==> config.mk <==
export PLATFORM = sky130hd
export DESIGN_NAME = cnn_tol_compare
export DESIGN_NICKNAME = d
export VERILOG_FILES = /design/src/rtl/cnn_check_pkg.sv /design/src/rtl/cnn_tol_compare.sv
export SDC_FILE = /design/constraint.sdc
export NUM_CORES = 1
export LEC_CHECK = 0
export CAP_MARGIN = 20
export CORE_ASPECT_RATIO = 0.7
export CORE_MARGIN = 3
export CORE_UTILIZATION = 35
export DETAILED_ROUTE_END_ITERATION = 8
export PLACE_DENSITY = 0.65
export SLEW_MARGIN = 15
export SYNTH_ARGS = -nofsm -noshare
export SYNTH_HDL_FRONTEND = slang
export SYNTH_SLANG_ARGS = --single-unit
==> constraint.sdc <==
create_clock -name clk_i -period 6.3 [get_ports clk_i]
set_input_delay 1.26 -clock clk_i [delete_from_list [all_inputs] [get_ports clk_i]]
set_output_delay 1.26 -clock clk_i [all_outputs]
set_load 0.02 [all_outputs]
==> run_1/gate_families.png <==
Bar = 20 um.
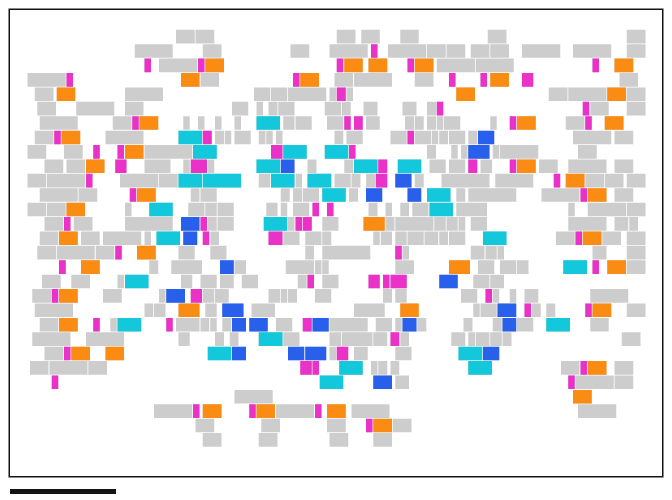
Key: blue = AND-OR and OR-AND gates [cells 23]; magenta = NOR gates [cells 73, where all over the die]; cyan = adder and majority cells [cells 29]; orange = multiplexers [cells 42, where all over the die]
combinational fraction of the cell area: 0.539
most instantiated logic cell after routing: clkdlybuf4s50_1

==> run_1/met3.png <==
Bar = 20 um.
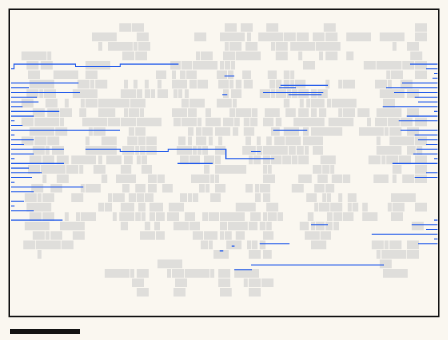
The layer carries 660 um of wire. The wires run mostly horizontal. The longest straight run is 38.0 um. The layer holds 7.6% of the routed length.
final wirelength: 8.68 mm
via count: 3085
GR Util met3: 0.0510

==> run_1/met1.png <==
Bar = 20 um. Supply wires on this layer in gray.
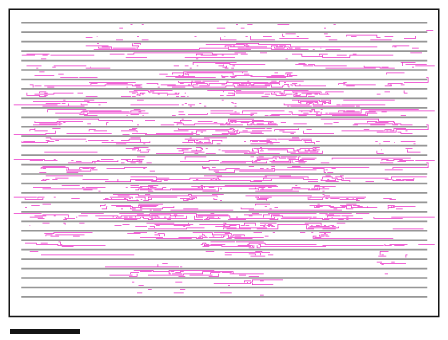
The longest straight run is 30.4 um. The layer carries 4320 um of wire.
M1 GR Usage: 0.229

==> Changelog: implementation, run 1 <==
### Metrics

* Chip Area, Yosys at 0.00336 sq mm
* P_int at 0.000601 W
* Top area cell types: dfxtp_1 (24%), mux2i_1 (12%), ha_1 (10%)
* Crit share post-route at 0.852
* Worst-margin pin slew at 0.689 ns
* Die area at 0.0108 sq mm
* Post-CTS Hold Buffers at 0
* # diodes at 0
* Crit Path Max Fanout at 8
* Final clock skew at 0 ns
* Clock Tree Buf Depth at 2
* Leakage at 1.84 nW
* Latency at later pin at 0.28 ns
* Clock root cell: clkbuf_16
* Max_slew headroom at 0.541
* Die Y-Extent at 88.0 um
* Port Buffers at 80
* Endpoints failing setup at 0
* CTS Buf Count at 5
* P&R area growth vs syn at 30.6%
* Outcome: complete, no violations
* Cell Pwr Density at 209 mW/mm^2
* Largest net degree at the start of global routing at 42
* Unique cell types at 73
* Clock-pin slew on the worst setup and hold paths at 0.06 ns
* Final core occ at 0.476
* Combinational share of power at 0.412
* Dominant flop cell: dfxtp_1
* Asr flop ratio synth at 0
* Post-DP HPWL at 6.74 mm
* Seq power at 0.000276 W
-- run 1: kinds of logic after synthesis --
| logic type | after synthesis | share of synthesized area |
|---|---|---|
| AND/OR/NAND/NOR | 127 | 0.180 |
| AND-OR/OR-AND | 88 | 0.201 |
| multiplexers | 42 | 0.126 |
| buffers and inverters | 42 | 0.0577 |
| flip-flops | 40 | 0.238 |
| XOR/XNOR | 31 | 0.0853 |
| adder cells (fa/ha/maj) | 29 | 0.110 |
| other | 1 | 0.00112 |
-- run 1: worst max-delay path, cell delays in order --
cell	delay [ns]
clkdlybuf4s50_1	0.61
inv_1	0.16
ha_1	0.49
nand2_1	0.08
o21ai_0	0.34
nand3_1	0.13
a21o_1	0.20
a21oi_2	0.19
a2bb2oi_1	0.18
buf_4	0.18
a21oi_1	0.06
xnor2_1	0.15
ha_1	0.31
a21o_1	0.18
a211o_1	0.30
nor3_1	0.15
o31a_1	0.17
nand3_1	0.09
o22ai_1	0.19
a31oi_1	0.11
-- run 1: per-stage QoR --
stage / setup WS [ns] / cells / hold slack [ns]
6_report: 0.932 / 599 / 0.489
5_1_grt: 0.470 / 599 / 0.505
4_1_cts: 0.983 / 599 / 0.496
3_5_place_dp: 0.695 / 591 / 0.479
3_3_place_gp: 0.830 / 591 / 0.470
2_1_floorplan: 1.42 / 400 / 0.572
-- run 1: metal layers --
layer	global-route usage	wire length, um	up-vias
li1	-	-	1576
met1	0.229	4320	1414
met2	0.247	3540	84
met3	0.0510	659	11
met4	0.0533	164	0
met5	0	0	-
-- run 1: cell type report --
class	count	area (sq um)
fill	899	4830
clock inverter	2	10.0
multi-input combinational	318	2370
sequential	40	801
inverter	25	93.8
clock buffer	6	139
timing repair buffer	84	826
tap	124	155
--- run 2 (diff from run 1) ---
--- a/config.mk
+++ b/config.mk
@@ -11,7 +11,7 @@
 export CORE_UTILIZATION = 35
 export DETAILED_ROUTE_END_ITERATION = 8
 export PLACE_DENSITY = 0.65
-export SLEW_MARGIN = 15
+export SLEW_MARGIN = 25
 export SYNTH_ARGS = -nofsm -noshare
 export SYNTH_HDL_FRONTEND = slang
 export SYNTH_SLANG_ARGS = --single-unit
==> run_2/met1.png <==
Bar = 20 um. Supply wires on this layer in gray.
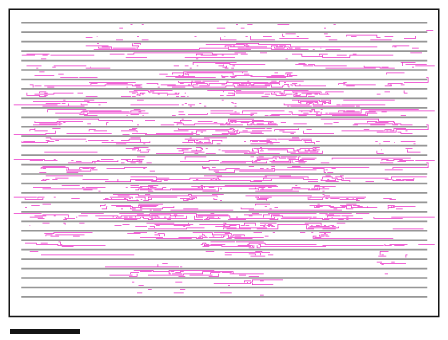
490 nets have wire on it. The wires run mostly horizontal.

==> run_2/gate_families.png <==
Bar = 20 um.
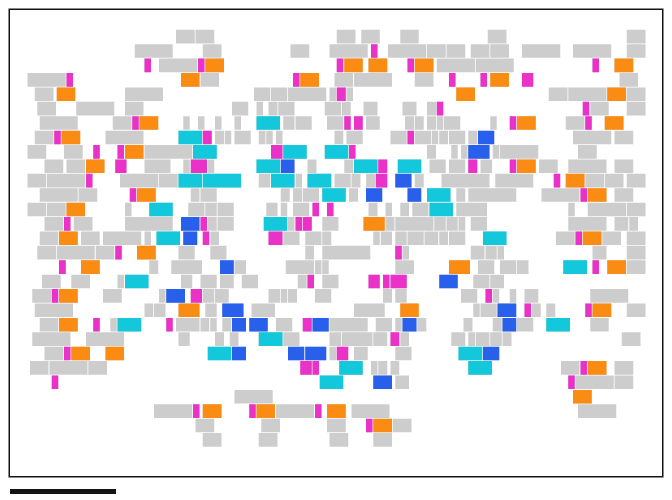
Key: magenta = NOR gates [cells 73, where all over the die]; blue = AND-OR and OR-AND gates [cells 23]; orange = multiplexers [cells 42, where all over the die]; cyan = adder and majority cells [cells 29]
Non-Filler Instances: 599

==> run 2 against run 1 <==
Clock power hardly changed; non-clock buffer count stayed put; register-to-register slack hardly changed; critical endpoint unchanged; setup slack stayed put; via count stayed put; die size stayed put; largest cell class unchanged; count of clock-buffer cells in the layout stayed put; critical path type unchanged; utilization stayed put; wire length stayed put; combinational power hardly changed; area after synthesis stayed put.
==> Changelog: implementation, run 2 <==
### Metrics

* # diodes at 0
* Placement Setup Slack at 0.695 ns
* Final wirelength at 8.68 mm
* And+or+nand+nor area frac at 0.180
* Port Buffers at 80
* Adder Share, Synth at 0.110
* Cell Pwr Density at 209 mW/mm^2
* Post-DP HPWL at 6.74 mm
* Levels on crit path at 20
* Crit share post-route at 0.852
* Clock-pin slew on the worst setup and hold paths at 0.06 ns
* Endpoints failing setup at 0
* MUX area fraction at 0.126
* Dominant flop cell: dfxtp_1
* Comb area leader: AND-OR/OR-AND gates
* Max_slew headroom at 0.541
* Slowest cell on crit path: clkdlybuf4s50_1
* Most instantiated logic cell after routing: clkdlybuf4s50_1
* Largest net degree at the start of global routing at 42
* Leakage at 1.84 nW
* Final worst slack at 0.932 ns
* P&R area growth vs syn at 30.6%
* Chip Area, Yosys at 0.00336 sq mm
* Clock root cell: clkbuf_16
* Max incr delay on CP at 0.61 ns
* Unique cell types at 73
* Crit Path Max Fanout at 8
* Combinational share of power at 0.412
* Post-CTS Hold Buffers at 0
* P_int at 0.000601 W
* Asr flop ratio synth at 0
* Xor/xnor share at 0.0853
* Via count at 3085
* Aoi share at 0.201
* Crit path buf inv count at 3
* Dpl cells at 591
* Final clock skew at 0 ns
* Outcome: complete, no violations
* Worst-margin pin slew at 0.689 ns
[run 2: cell counts after synthesis]
Identical to the previous run, type by type.
[run 2: cell type report]
cell class	instances	area, sq um
Fill cell	899	4830
Multi-Input combinational cell	318	2370
Timing Repair Buffer	84	826
Sequential cell	40	801
Tap cell	124	155
Clock buffer	6	139
Inverter	25	93.8
Clock inverter	2	10.0
[run 2: worst reg2reg max path, cell delays in order (launching register included)]
cell	delay [ns]
dfxtp_1	0.35
o21bai_1	0.07
a31oi_1	0.16
[run 2: cell families (layout without fill, tap and decap cells)]
group | after synthesis | count (layout)
AND/OR/NAND/NOR | 127 | 127
AND-OR/OR-AND | 88 | 88
multiplexers | 42 | 42
buffers and inverters | 42 | 117
flip-flops | 40 | 40
XOR/XNOR | 31 | 31
adder cells (fa/ha/maj) | 29 | 29
other | 1 | 1
[run 2: stage by stage]
step           utilization  total power (W)  cell area [sq um]  hold slack, ns
3_3_place_gp         0.460         0.000654               4240           0.470
6_report             0.476         0.000918               4390           0.489
5_1_grt              0.476         0.000986               4390           0.505
4_1_cts              0.476         0.000928               4390           0.496
2_1_floorplan            -         0.000546               3360           0.572
3_5_place_dp         0.460         0.000659               4240           0.479
[run 2: per-layer routing]
metal,wire length (um),vias to the layer above,GRT usage
li1,-,1576,-
met1,4320,1414,0.229
met2,3540,84,0.247
met3,659,11,0.0510
met4,164,0,0.0533
met5,0,-,0
[run 2: power by group through the flow]
stage               logic [W]  clock network [W]  registers (W)
floorplan            0.000247                  0       0.000300
global placement     0.000373                  0       0.000281
detailed placement   0.000378                  0       0.000281
CTS                  0.000380           0.000272       0.000276
global route         0.000424           0.000285       0.000277
finish               0.000379           0.000264       0.000276
No activity file was given, so power comes from the tool's default toggle rates.
